Fig. 1: cell sizes after repair
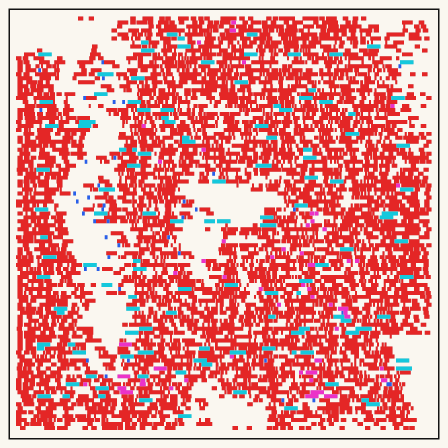
Fig. 2: signal metal coverage by tile
The bar under the picture is 100 um long. The die is cut into 29 by 29 equal tiles; dark purple is low, yellow is high, scaled to the fullest tile. Values are wire area over tile area, all layers added.
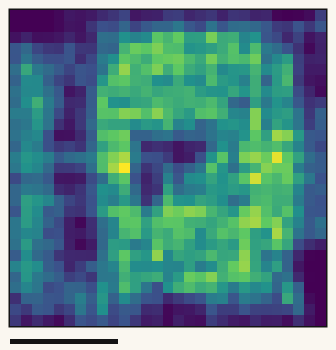
--- src/rtl/gf2m_ds_mul_pkg.sv ---
// ec_gf2m_pkg: shared types and helpers for the GF(2^M) multiplier slice.
//   op_e      : operation select captured at start (multiply / k-fold square)
//   state_e   : controller states
//   ceil_div  : integer ceiling division for digit counts
//   gf2m_red  : fold a (2m-1)-bit polynomial down to m bits modulo x^m + poly
package ec_gf2m_pkg;

    typedef enum logic {
        OP_MUL = 1'b0,
        OP_SQR = 1'b1
    } op_e;

    typedef enum logic [1:0] {
        IDLE,
        MUL,
        SQR,
        FIN
    } state_e;

    // Largest SEC 2 binary field; sizes the generic reduction helper.
    localparam int unsigned MAX_M = 571;
    localparam int unsigned RED_W = 2 * MAX_M - 1;
    localparam int unsigned IDX_W = $clog2(RED_W);

    function automatic int unsigned ceil_div(input int unsigned n, input int unsigned d);
        return (n + d - 1) / d;
    endfunction

    // Clears bits 2m-2 down to m, top first. Each cleared bit adds poly shifted
    // below it, which only lands on lower bits because deg(poly) < m.
    function automatic logic [MAX_M-1:0] gf2m_red(input logic [RED_W-1:0] v,
                                                  input int unsigned     m,
                                                  input logic [MAX_M-1:0] poly);
        logic [RED_W-1:0] t;
        logic [RED_W-1:0] p;
        logic [IDX_W-1:0] idx;
        t = v;
        p = RED_W'(poly);
        for (int unsigned i = 0; i < MAX_M - 1; i++) begin
            if (i + 1 < m) begin
                idx = IDX_W'(2 * m - 2 - i);
                if (t[idx]) begin
                    t[idx] = 1'b0;
                    t      = t ^ (p << (int'(idx) - int'(m)));
                end
            end
        end
        return t[MAX_M-1:0];
    endfunction

endpackage

--- src/rtl/gf2m_ds_mul_digit_step.sv ---
// gf2m_digit_step: combinational digit step of the MSB-first multiplier.
//   acc_next = (acc * x^DIGIT + a * digit) mod (x^M + POLY)
// Ports:
//   acc      in  M      running accumulator
//   a        in  M      multiplicand
//   digit    in  DIGIT  current digit of b, MSB first
//   acc_next out M      updated, fully reduced accumulator
module gf2m_digit_step #(
    parameter int unsigned      M     = 163,
    parameter logic [M-1:0]     POLY  = 'hC9,
    parameter int unsigned      DIGIT = 4
) (
    input  logic [M-1:0]     acc,
    input  logic [M-1:0]     a,
    input  logic [DIGIT-1:0] digit,
    output logic [M-1:0]     acc_next
);

    // Horner over the digit bits: multiply by x with an immediate one-bit
    // reduction, then add a where the digit bit is set. Stays reduced each step.
    always_comb begin
        acc_next = acc;
        for (int unsigned j = 0; j < DIGIT; j++) begin
            acc_next = {acc_next[M-2:0], 1'b0} ^ (acc_next[M-1] ? POLY : '0);
            if (digit[DIGIT-1-j]) begin
                acc_next = acc_next ^ a;
            end
        end
    end

endmodule

--- src/rtl/gf2m_ds_mul.sv ---
// gf2m_ds_mul: digit-serial GF(2^M) multiplier / k-fold squarer, polynomial basis.
//   One op in flight; start is sampled only while idle.
// Ports:
//   clk      in   1   rising-edge clock
//   rst      in   1   synchronous reset, active-high
//   clr      in   1   synchronous abort/clear (same effect as rst)
//   start    in   1   launch op when busy=0
//   op       in   1   0=MUL, 1=SQR (captured at start)
//   sqr_cnt  in   CW  number of squarings for SQR (captured at start)
//   a        in   M   operand a (captured at start)
//   b        in   M   operand b, MUL only (captured at start)
//   busy     out  1   op in flight
//   done     out  1   one-cycle pulse, z valid
//   z        out  M   result, held until next completion, clr or rst
module gf2m_ds_mul
    import ec_gf2m_pkg::*;
#(
    parameter int unsigned  M     = 163,
    parameter logic [M-1:0] POLY  = 'hC9,
    parameter int unsigned  DIGIT = 4,
    parameter int unsigned  CW    = 8
) (
    input  logic          clk,
    input  logic          rst,
    input  logic          clr,
    input  logic          start,
    input  logic          op,
    input  logic [CW-1:0] sqr_cnt,
    input  logic [M-1:0]  a,
    input  logic [M-1:0]  b,
    output logic          busy,
    output logic          done,
    output logic [M-1:0]  z
);

    localparam int unsigned N    = ceil_div(M, DIGIT);
    localparam int unsigned NB   = N * DIGIT;
    localparam int unsigned CMAX = (N > (2 ** CW)) ? N : (2 ** CW);
    localparam int unsigned CNTW = (CMAX > 1) ? $clog2(CMAX) : 1;

    state_e            state;
    state_e            state_nx;
    logic [M-1:0]      a_r;
    logic [NB-1:0]     b_r;
    logic [M-1:0]      acc;
    logic [CNTW-1:0]   cnt;
    logic [M-1:0]      step_next;
    logic [M-1:0]      sq_next;
    logic [RED_W-1:0]  sq_wide;

    gf2m_digit_step #(
        .M     (M),
        .POLY  (POLY),
        .DIGIT (DIGIT)
    ) u_step (
        .acc      (acc),
        .a        (a_r),
        .digit    (b_r[NB-1 -: DIGIT]),
        .acc_next (step_next)
    );

    // Squaring in GF(2) is a bit spread (coefficient i moves to 2i), then fold.
    always_comb begin
        sq_wide = '0;
        for (int unsigned i = 0; i < M; i++) begin
            sq_wide[2*i] = acc[i];
        end
        sq_next = M'(gf2m_red(sq_wide, M, MAX_M'(POLY)));
    end

    always_ff @(posedge clk) begin
        if (rst || clr) begin
            state <= IDLE;
        end else begin
            state <= state_nx;
        end
    end

    // cnt holds remaining steps minus one, so the last MUL/SQR edge sees cnt==0.
    always_comb begin
        state_nx = state;
        case (state)
            IDLE: begin
                if (start) begin
                    if (op == OP_MUL) begin
                        state_nx = MUL;
                    end else if (sqr_cnt != '0) begin
                        state_nx = SQR;
                    end else begin
                        state_nx = FIN;
                    end
                end
            end
            MUL, SQR: begin
                if (cnt == '0) begin
                    state_nx = FIN;
                end
            end
            FIN:     state_nx = IDLE;
            default: state_nx = IDLE;
        endcase
    end

    always_ff @(posedge clk) begin
        if (rst || clr) begin
            a_r  <= '0;
            b_r  <= '0;
            acc  <= '0;
            cnt  <= '0;
            z    <= '0;
            done <= 1'b0;
        end else begin
            done <= 1'b0;
            case (state)
                IDLE: begin
                    if (start) begin
                        a_r <= a;
                        b_r <= NB'(b);
                        if (op == OP_MUL) begin
                            acc <= '0;
                            cnt <= CNTW'(N - 1);
                        end else begin
                            acc <= a;
                            cnt <= CNTW'(sqr_cnt) - CNTW'(1);
                        end
                    end
                end
                MUL: begin
                    acc <= step_next;
                    b_r <= b_r << DIGIT;
                    cnt <= cnt - CNTW'(1);
                end
                SQR: begin
                    acc <= sq_next;
                    cnt <= cnt - CNTW'(1);
                end
                FIN: begin
                    z    <= acc;
                    done <= 1'b1;
                end
                default: ;
            endcase
        end
    end

    assign busy = (state != IDLE);

endmodule
--- config.mk ---
export PLATFORM = sky130hd
export DESIGN_NAME = gf2m_ds_mul
export DESIGN_NICKNAME = d
export VERILOG_FILES = /design/src/rtl/gf2m_ds_mul_pkg.sv /design/src/rtl/gf2m_ds_mul_digit_step.sv /design/src/rtl/gf2m_ds_mul.sv
export SDC_FILE = /design/constraint.sdc
export NUM_CORES = 2
export LEC_CHECK = 0
export CORE_MARGIN = 4
export CORE_UTILIZATION = 48
export DETAILED_ROUTE_END_ITERATION = 16
export GPL_ROUTABILITY_DRIVEN = 0
export MAX_ROUTING_LAYER = met4
export PLACE_DENSITY = 0.71
export REMOVE_ABC_BUFFERS = 1
export SKIP_CTS_REPAIR_TIMING = 1
export SLEW_MARGIN = 30
export SYNTH_ARGS = -nofsm -noshare
export SYNTH_HDL_FRONTEND = slang
export SYNTH_SLANG_ARGS = --single-unit
--- constraint.sdc ---
create_clock -name clk -period 6.3 [get_ports clk]
set_clock_uncertainty 0.15 [all_clocks]
set_input_delay 1.89 -clock clk [delete_from_list [all_inputs] [get_ports clk]]
set_output_delay 1.89 -clock clk [all_outputs]
set_load 0.1 [all_outputs]
==> impl_metrics.ini <==
; flow metrics
[power_and_ir_drop]
leakage_nw = 17.7
p_switching_mw = 3.25
internal_power_mw = 7.95
p_clk_frac = 0.427
power_frac_comb = 0.155
max-vdd-ir-drop_uv = 190
finalPower_mw = 11.2
powerDensity_mw_per_mm2 = 239
seqPwrFrac = 0.418

[final_timing]
hold_viol = 0
relSlewSlack = 0.287
fin_crit_sh = 0.762
holdWs_ns = 0.335

[layout]
buffer_area_frac = 0.117
ff_count = 664
stdcell_count = 6051
n_fill_cell = 7255
seq_area_mm2 = 0.0133
sh_seq_area = 0.284
layout-drive-gt1-share = 0.0443
logic_gates = 3600
clockBufferCount = 111

[setup_path]
worst_r2r_path_depth = 8
cp.arrival_ns = 2.76
required_ns = 4.26
crit_path_start = state[0]
worst_setup_path_end_kind = primary output
crit_type = register to primary output
path_buffers = 3
crit_cells = 4
crit_chain = inv_1 > ha_4 > inv_1 > clkdlybuf4s50_1
cp_common_cell = inv_1
r2r_end = acc[3]
path_max_fanout = 8

[flow_run]
max_cap_violations = 0
warnings = 48

[route]
drt-pass1-iter-count = 5
ant_nets = 0
met2_length_um = 60900
drtIter0Drc = 3399
viasPerCell = 5.88
route.detailed.drc = 0
met3WireLength_um = 16000
highest_layer = met4

[synthesis]
yosysTopAreaCellShare = 0.341
most_common_cell = nand2_1
synth-seq-cells = 664
synthCells = 4720
synthFlopType = dfxtp_1
ys.warnings.count = 0
avgSynthCellArea_um2 = 8.25
ys_cells = 4720
synthArstFlopShare = 0
synth.distinct_cells = 46
top_area_cell = dfxtp_1

[clock_network]
cts.sinks = 664
ctsRootBufferMaster = clkbuf_16
h-tree-depth = 3
clockBufferDepth = 3
cts.clk_slew.worst_paths_ns = 0.06
cts_tree = yes

[outcome]
outcome = finished, final reports clean

[floorplanning]
die_x_um = 293
fp_util = 0.484

[place]
dp_hpwl_um = 89700
io_buffers = 503

[global_route]
met3_usage = 0.0895
antenna_found_initial = 23

[hold_path]
hold_path_class = register to register
min_path_cells = 2
-- Fig. 1 (at the start) --
Key: magenta = drive 3 to 4 [cells 56, share 1.1%, most used buf_4]; blue = drive 2 [cells 40, share 0.81%, most used buf_2]; cyan = drive 6 and up [cells 124, share 2.5%, most used clkbuf_16]; red = drive 1 or less [cells 4746, share 96%, most used nand2_1]
number of non-clock buffers in the layout: 553
Final Worst Setup Slack: 1.50 ns

-- Fig. 2 (at the start) --
The fullest tile reaches 0.69. 2.9% of the tiles are nearly empty. The emptiest ninth of the die: top left. 37% of the tiles are over half the peak.
WL/cell: 22.7 um
Overall Global Routing Usage: 0.315
vias: 35600

[cell families after synthesis]
| family | Yosys count | share of synthesized area |
|---|---|---|
| compound gates | 857 | 0.140 |
| xor+xnor | 667 | 0.210 |
| fa+ha+maj | 8 | 0.00257 |
| buf+inv | 456 | 0.0454 |
| flops | 664 | 0.341 |
| mux | 325 | 0.0835 |
| simple gates | 1743 | 0.177 |
[power by group through the flow]
| stage | Combinational, mW | Clock [mW] | Sequential [mW] |
|---|---|---|---|
| after floorplan | 1.33 | 0 | 4.65 |
| after global placement | 1.68 | 0 | 4.77 |
| after detailed placement | 1.70 | 0 | 4.77 |
| after CTS | 1.71 | 4.83 | 4.68 |
| after global routing | 1.86 | 5.00 | 4.70 |
| final | 1.73 | 4.78 | 4.68 |
